run_1/layer_met1.png
(3 px per µm) Supply wires on this layer in gray.
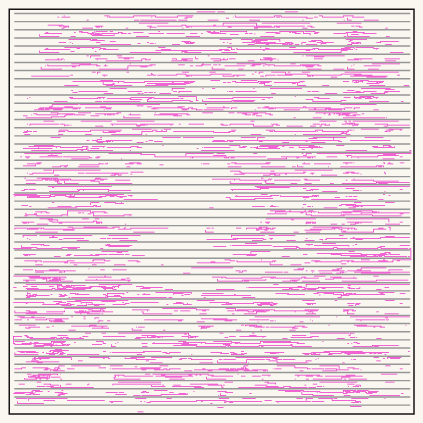
run_1/wires.png
(3 px per µm) Only two layers are drawn.
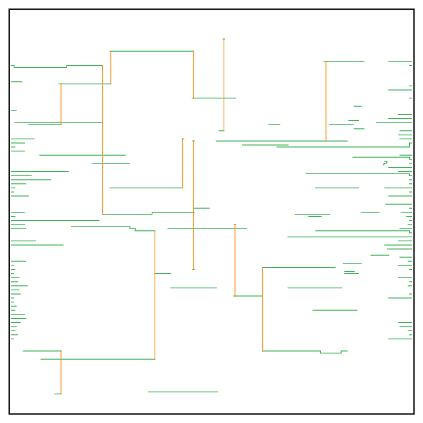
run_1/logic_types.png
(4 px per µm)
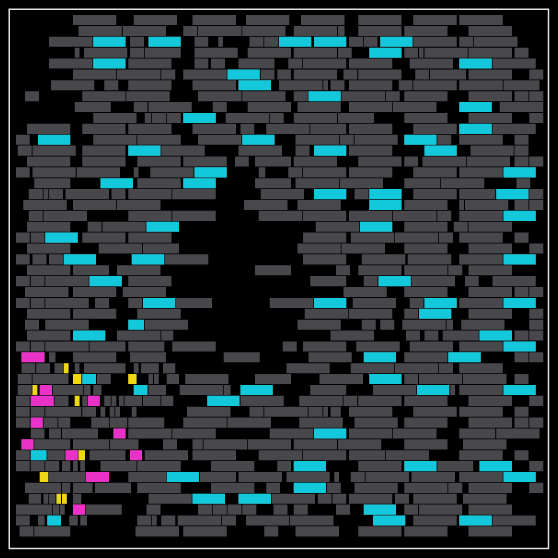
### src/rtl/ifu_flush_queue_if.sv
// ifu_flush_queue_if: IFU response and IDU issue handshakes around the flush queue.
interface ifu_flush_queue_if #(
    parameter int EPW  = 2,
    parameter int XLEN = 32
);
    logic            in_valid;
    logic            in_ready;
    logic [XLEN-1:0] in_pc;
    logic [XLEN-1:0] in_inst;
    logic [EPW-1:0]  in_epoch;
    logic [EPW-1:0]  cur_epoch;
    logic            out_valid;
    logic            out_ready;
    logic [XLEN-1:0] out_pc;
    logic [XLEN-1:0] out_inst;

    modport master (
        output in_valid, in_pc, in_inst, in_epoch, out_ready,
        input  in_ready, cur_epoch, out_valid, out_pc, out_inst
    );

    modport slave (
        input  in_valid, in_pc, in_inst, in_epoch, out_ready,
        output in_ready, cur_epoch, out_valid, out_pc, out_inst
    );
endinterface

### src/rtl/ifu_flush_queue.sv
// ifu_flush_queue: epoch-tagged instruction queue that squashes wrong-path fetches on a BPU clear.
module ifu_flush_queue #(
    parameter int DEPTH = 4,
    parameter int EPW   = 2,
    parameter int XLEN  = 32
) (
    input  logic                   clk,
    input  logic                   rst,
    input  logic                   flush_i,
    ifu_flush_queue_if.slave       bus,
    output logic [$clog2(DEPTH):0] count,
    output logic [7:0]             drop_cnt
);
    localparam int AW = $clog2(DEPTH);
    localparam logic [AW:0] FULL = (AW+1)'(DEPTH);

    logic [2*XLEN-1:0] mem [DEPTH];
    logic [AW-1:0]     wr_ptr, rd_ptr;
    logic [EPW-1:0]    epoch;
    logic              fire_in, fire_out, wr_en, stale;

    assign bus.in_ready  = count < FULL;
    assign bus.out_valid = (count != '0) && !flush_i;
    assign bus.cur_epoch = epoch;
    assign {bus.out_pc, bus.out_inst} = mem[rd_ptr];

    assign fire_in  = bus.in_valid && bus.in_ready && !flush_i;
    assign fire_out = bus.out_valid && bus.out_ready;
    // Responses tagged with an older epoch complete the handshake but are discarded.
    assign wr_en    = fire_in && (bus.in_epoch == epoch);
    assign stale    = fire_in && (bus.in_epoch != epoch);

    always_ff @(posedge clk) begin
        if (wr_en)
            mem[wr_ptr] <= {bus.in_pc, bus.in_inst};
    end

    always_ff @(posedge clk or negedge rst) begin
        if (!rst) begin
            wr_ptr   <= '0;
            rd_ptr   <= '0;
            count    <= '0;
            epoch    <= '0;
            drop_cnt <= '0;
        end else if (flush_i) begin
            wr_ptr <= '0;
            rd_ptr <= '0;
            count  <= '0;
            epoch  <= epoch + EPW'(1);
        end else begin
            if (wr_en)
                wr_ptr <= wr_ptr + AW'(1);
            if (fire_out)
                rd_ptr <= rd_ptr + AW'(1);
            count <= count + (AW+1)'(wr_en) - (AW+1)'(fire_out);
            if (stale && drop_cnt != 8'hff)
                drop_cnt <= drop_cnt + 8'd1;
        end
    end
endmodule

### src/flat_wrapper.sv
// flat-port wrapper written by rule: the top's interface ports become plain ports
module ifu_flush_queue_flat 
#(
    parameter int DEPTH = 4,
    parameter int EPW   = 2,
    parameter int XLEN  = 32
)
  (clk, rst, flush_i, count, drop_cnt, bus_in_valid, bus_in_pc, bus_in_inst, bus_in_epoch, bus_out_ready, bus_in_ready, bus_cur_epoch, bus_out_valid, bus_out_pc, bus_out_inst);
  ifu_flush_queue_if #(.EPW(EPW), .XLEN(XLEN)) bus_i ();
  input  logic clk;
  input  logic rst;
  input  logic flush_i;
  output logic [$clog2(DEPTH):0] count;
  output logic [7:0] drop_cnt;
  input wire logic [$bits(bus_i.in_valid)-1:0] bus_in_valid;
  input wire logic [$bits(bus_i.in_pc)-1:0] bus_in_pc;
  input wire logic [$bits(bus_i.in_inst)-1:0] bus_in_inst;
  input wire logic [$bits(bus_i.in_epoch)-1:0] bus_in_epoch;
  input wire logic [$bits(bus_i.out_ready)-1:0] bus_out_ready;
  output wire logic [$bits(bus_i.in_ready)-1:0] bus_in_ready;
  output wire logic [$bits(bus_i.cur_epoch)-1:0] bus_cur_epoch;
  output wire logic [$bits(bus_i.out_valid)-1:0] bus_out_valid;
  output wire logic [$bits(bus_i.out_pc)-1:0] bus_out_pc;
  output wire logic [$bits(bus_i.out_inst)-1:0] bus_out_inst;
  assign bus_i.in_valid = bus_in_valid;
  assign bus_i.in_pc = bus_in_pc;
  assign bus_i.in_inst = bus_in_inst;
  assign bus_i.in_epoch = bus_in_epoch;
  assign bus_i.out_ready = bus_out_ready;
  assign bus_in_ready = bus_i.in_ready;
  assign bus_cur_epoch = bus_i.cur_epoch;
  assign bus_out_valid = bus_i.out_valid;
  assign bus_out_pc = bus_i.out_pc;
  assign bus_out_inst = bus_i.out_inst;
  ifu_flush_queue #(.DEPTH(DEPTH), .EPW(EPW), .XLEN(XLEN)) u_core (.clk(clk), .rst(rst), .flush_i(flush_i), .bus(bus_i), .count(count), .drop_cnt(drop_cnt));
endmodule
### config.mk
export PLATFORM = sky130hd
export DESIGN_NAME = ifu_flush_queue_flat
export DESIGN_NICKNAME = d
export VERILOG_FILES = /design/src/rtl/ifu_flush_queue_if.sv /design/src/rtl/ifu_flush_queue.sv /design/src/flat_wrapper.sv
export SDC_FILE = /design/constraint.sdc
export NUM_CORES = 1
export LEC_CHECK = 0
export CORE_MARGIN = 1
export CORE_UTILIZATION = 58
export CTS_CLUSTER_SIZE = 24
export DETAILED_ROUTE_END_ITERATION = 7
export PLACE_DENSITY = 0.85
export SYNTH_ARGS = -nofsm -noshare
export SYNTH_HDL_FRONTEND = slang
export SYNTH_SLANG_ARGS = --single-unit
### constraint.sdc
create_clock -name clk -period 9.1 [get_ports clk]
set_clock_uncertainty 0.15 [all_clocks]
set_input_delay 1.82 -clock clk [delete_from_list [all_inputs] [get_ports clk]]
set_output_delay 1.82 -clock clk [all_outputs]
set_load 0.01 [all_outputs]
==> flow_summary.rst, run 1 <==
Metrics
=======

.. list-table::
   :header-rows: 1

   * - Metric
     - Value
   * - Outcome
     - finished, final reports clean
   * - Seq cells
     - 273
   * - Combinational power share
     - 0.205
   * - Series of cell instances along the critical path
     - clkdlybuf4s50_1 -> nor2_1 -> clkdlybuf4s50_1
   * - Primary FF master, synth
     - edfxtp_1
   * - Share of the yosys chip area belonging to registers
     - 0.798
   * - Power per cell area
     - 259 mW/mm²
   * - Placed wire-length estimate
     - 10600 µm
   * - Top cells by instance count after synthesis
     - 256 x edfxtp_1, 64 x mux4_2, 17 x dfrtp_1
   * - Leftover overflow at the end of global routing
     - 0
   * - Highest fanout seen on the critical path
     - 12
   * - Die Wd
     - 134 µm
   * - Highest cell delay on the worst timing path
     - 0.62 ns
   * - Tool warnings
     - 29
   * - Final weighted congestion in routability-driven placement
     - 0.719
   * - Fill cell total of the finished layout
     - 910
   * - Clk buf depth
     - 3
   * - Registers with the highest flip-flop counts
     - u_core.mem x256, u_core.drop_cnt x8, u_core.count x3
   * - Post-synth design cell area
     - 0.0102 mm²
   * - Total die size
     - 0.0181 mm²
   * - Launching element type of the critical path
     - input pin
   * - Number of buffers and inverters on the critical path
     - 2
   * - Cell types occupying the most area after synthesis
     - edfxtp_1 76%, mux4_2 14%, dfrtp_1 4.2%
   * - Cell count after synthesis
     - 424
   * - Worst reg2reg setup slack
     - 6.45 ns
   * - Count of hold-fix buffers inserted at cts
     - 0
   * - Biggest register
     - u_core.mem
   * - Hold Crit Start
     - u_core.drop_cnt[6]
   * - Maximum vdd ir drop
     - 0.239 mV
   * - Detailed-routing iteration count for the pre-antenna-repair pass
     - 4
   * - Share of the cycle needed by the critical path after routing
     - 0.572
   * - Clock net power
     - 0.00112 W
   * - Cell Type Count
     - 34
   * - Share of synthesized cell area in and, or, nand and nor gates
     - 0.0178
   * - Parity-gate share of the synthesized area counting xor and xnor cells
     - 0.0117
   * - Register fraction of the total cell area
     - 0.634
   * - Antenna cell count
     - 0
   * - Latency at later pin
     - 0.51 ns
   * - Count of cells along the worst register-to-register path
     - 4
   * - Area fraction in full adders, half adders and majority gates
     - 0.0106
   * - Number of synthesized flops with an enable pin
     - 256
   * - Number of warnings issued by yosys
     - 0
   * - Dominant cell area share
     - 0.756
   * - Fraction of the mapped netlist area in compound gates
     - 0.00554
## Picture notes: layer_met1.png
598 nets have wire on it. The wires run mostly horizontal. The layer holds 41% of the routed length. The longest straight run is 51.5 µm. The layer carries 7580 µm of wire.
final wirelength: 18600 µm
met1 usage in global routing: 0.287
vias after detailed routing: 4759

## Picture notes: wires.png
Key: metal 4 = orange [wire length 315 µm]; metal 3 = green [wire length 1170 µm]
overall fraction of global-route tracks in use: 0.211
average wire length per cell after detail routing: 22.3 µm

## Picture notes: logic_types.png
Key: nand cells = yellow [cells 9, where south-west]; mux cells = cyan [cells 69, where spread over the die]; xor and xnor cells = magenta [cells 11, where south-west]
leading cell type in the layout, fill and taps excluded: edfxtp_1
share of the final layout cell area in multi-input gates: 0.154
post-route insts no fill: 833

run_1/congestion.png
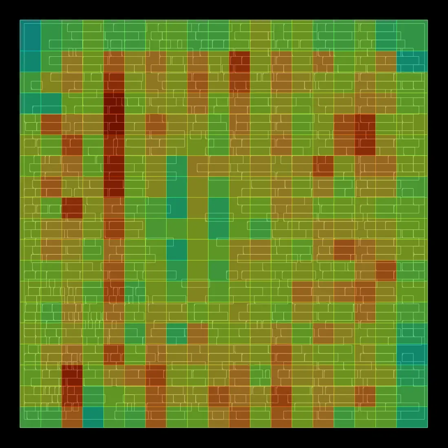

--- run 2 (diff from run 1) ---
CORE_UTILIZATION = 54   (was 58)
PLACE_DENSITY = 0.8   (was 0.85)
clock period = 4.8 ns   (was 9.1 ns; I/O delays follow)
run_2/congestion.png
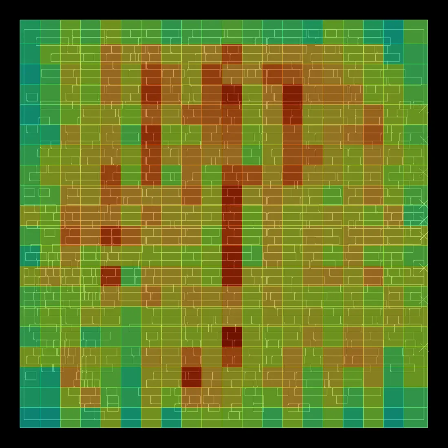
met1 usage in global routing: 0.269
fraction of the core area covered by cells at the end of the flow: 0.708
met2 Track Usage GR: 0.344
peak-usage layer in the global routing report: met2

run_2/layer_met1.png
(3 px per µm) Supply wires on this layer in gray.
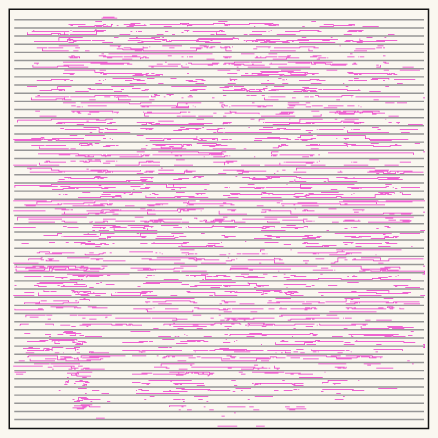
The longest straight run is 34.5 µm. The layer carries 7410 µm of wire. The wires run mostly horizontal. The layer holds 39% of the routed length.

==> run 2 against run 1 <==
Against the previous run:
- the flow now finishes with violations (design-rule violations)
- die area increased by 7.3%
- worst setup slack got worse by 3.0 ns
- count of clock-buffer cells in the layout unchanged
- critical endpoint is now bus_out_pc[4]
- largest power group unchanged
==> flow_summary.rst, run 2 <==
Metrics
=======

.. list-table::
   :header-rows: 1

   * - Metric
     - Value
   * - Violated checks
     - design-rule violations
   * - Biggest register
     - u_core.mem
   * - Number of synthesized flops with an enable pin
     - 256 (unchanged)
   * - Outcome
     - complete, but fails checks
   * - Antenna cell count
     - 0 (unchanged)
   * - Share of the yosys chip area belonging to registers
     - 0.798 (unchanged)
   * - Vias after detailed routing
     - 4814 (+1.2%)
   * - Post-route insts no fill
     - 843 (+1.2%)
   * - Leftover overflow at the end of global routing
     - 0 (unchanged)
   * - Average wire length per cell after detail routing
     - 22.8 µm (+2.2%)
   * - Number of buffers and inverters on the critical path
     - 2 (unchanged)
   * - Clock net power
     - 0.00203 W (+81%)
   * - Clk buf depth
     - 3 (unchanged)
   * - Latency at later pin
     - 0.53 ns (+0.02 ns)
   * - Cell types occupying the most area after synthesis
     - edfxtp_1 76%, mux4_2 14%, dfrtp_1 4.2%
   * - Final weighted congestion in routability-driven placement
     - 0.760 (+5.7%)
   * - Fill cell total of the finished layout
     - 1036 (+14%)
   * - Placed wire-length estimate
     - 11700 µm (+10%)
   * - Primary FF master, synth
     - edfxtp_1
   * - Fraction of the mapped netlist area in compound gates
     - 0.00554 (unchanged)
   * - Series of cell instances along the critical path
     - buf_4 -> mux4_2 -> clkdlybuf4s50_1
   * - Leading cell type in the layout, fill and taps excluded
     - edfxtp_1
   * - Seq cells
     - 273 (unchanged)
   * - Remaining DRCs
     - 9
   * - Share of synthesized cell area in and, or, nand and nor gates
     - 0.0178 (unchanged)
   * - Highest fanout seen on the critical path
     - 20 (+8)
   * - Number of warnings issued by yosys
     - 0 (unchanged)
   * - Share of the cycle needed by the critical path after routing
     - 0.806
   * - Final wirelength
     - 19200 µm (+3.4%)
   * - Maximum vdd ir drop
     - 0.371 mV (+55%)
   * - Total die size
     - 0.0194 mm² (+7.3%)
run_2/detail.png
Region (55, 82) to (85, 112) µm. Cells in gray, sequential cells in the stronger gray; small squares are vias.
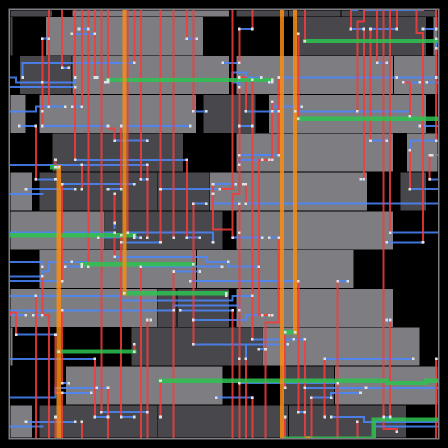
Key: metal 4 = orange; metal 1 = blue; metal 3 = green; metal 2 = red
Most frequent: edfxtp_1 (16), clkdlybuf4s50_1 (5). Sequential cells in the window: 16. Netlist names of flops here include `u_core.mem` (16). 31 logic cells have their middle in the window.

run_2/wires.png
(3 px per µm) Only two layers are drawn.
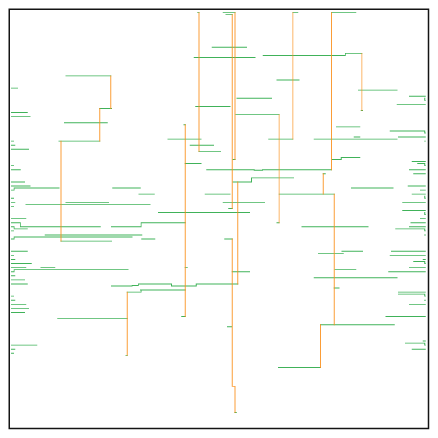

--- run 3 (diff from run 2) ---
clock period = 3.9 ns   (was 4.8 ns; I/O delays follow)
run_3/wires.png
(3 px per µm) Only two layers are drawn.
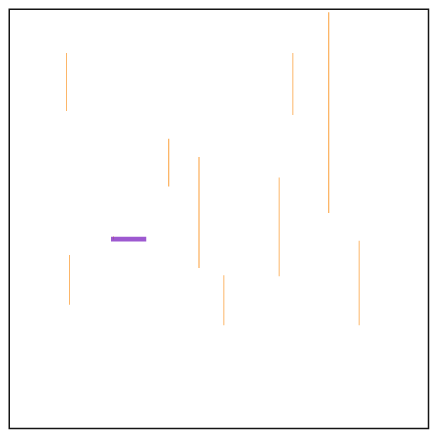
Key: metal 4 = orange [wire length 252 µm]; metal 5 = purple [wire length 10.1 µm]

run_3/congestion.png
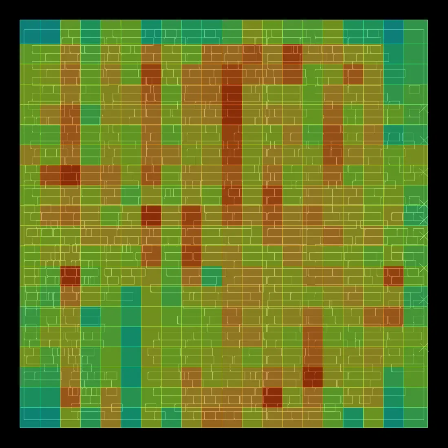
overall fraction of global-route tracks in use: 0.198
fraction of the core area covered by cells at the end of the flow: 0.712
met3 capacity usage during global routing: 0.0361
average wire length per cell after detail routing: 22.0 µm

==> run 3 against run 2 <==
Against the previous run:
- the run still ends with design-rule violations left
- via count fell by 0.77%
- synthesized cell count did not move
- largest power group unchanged
- highest routed layer is now met5
- register-to-register slack got worse by 0.90 ns
- worst hold slack got worse by 0.0095 ns
- critical endpoint is now bus_out_pc[31]
==> flow_summary.rst, run 3 <==
Metrics
=======

.. list-table::
   :header-rows: 1

   * - Metric
     - Value
   * - Outcome
     - complete, but fails checks
   * - Violated checks
     - design-rule violations
   * - Remaining DRCs
     - 9 (unchanged)
   * - Share of synthesized cell area in and, or, nand and nor gates
     - 0.0178 (unchanged)
   * - Maximum vdd ir drop
     - 0.445 mV (+20%)
   * - Latency at later pin
     - 0.51 ns (-0.02 ns)
   * - Clk buf depth
     - 3 (unchanged)
   * - Met2 Track Usage GR
     - 0.346 (+0.00264)
   * - Highest fanout seen on the critical path
     - 21 (+5.0%)
   * - Placed wire-length estimate
     - 11700 µm (+0.30%)
   * - Number of synthesized flops with an enable pin
     - 256 (unchanged)
   * - Fill cell total of the finished layout
     - 1045 (+0.87%)
   * - Final weighted congestion in routability-driven placement
     - 0.743 (-2.3%)
   * - Leftover overflow at the end of global routing
     - 0 (unchanged)
   * - Peak-usage layer in the global routing report
     - met2
   * - Series of cell instances along the critical path
     - buf_4 -> mux4_2 -> clkdlybuf4s50_1
   * - Biggest register
     - u_core.mem
   * - Number of buffers and inverters on the critical path
     - 2 (unchanged)
   * - Primary FF master, synth
     - edfxtp_1
   * - Post-route insts no fill
     - 847 (+0.47%)
   * - Clock net power
     - 0.00246 W (+21%)
   * - Met1 usage in global routing
     - 0.261 (-0.00832)
   * - Share of the yosys chip area belonging to registers
     - 0.798 (unchanged)
   * - Final wirelength
     - 18600 µm (-3.0%)
   * - Share of the cycle needed by the critical path after routing
     - 0.910
   * - Seq cells
     - 273 (unchanged)
   * - Fraction of the mapped netlist area in compound gates
     - 0.00554 (unchanged)
run_3/detail.png
Region (55, 82) to (85, 112) µm. Cells in gray, sequential cells in the stronger gray; small squares are vias.
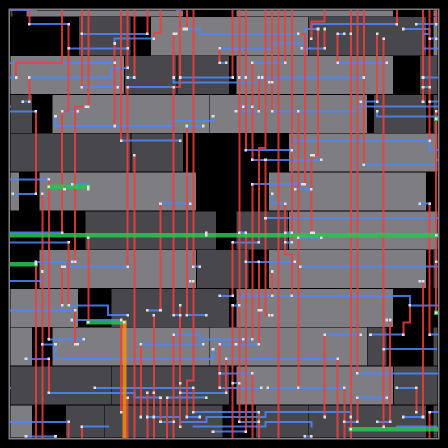
Key: metal 2 = red; metal 1 = blue; metal 3 = green; metal 4 = orange
Sequential cells in the window: 15. 35 logic cells have their middle in the window. Netlist names of flops here include `u_core.mem` (15). Most frequent: edfxtp_1 (15), clkdlybuf4s50_1 (9), mux4_2 (5).

No activity file was given, so power comes from the tool's default toggle rates.
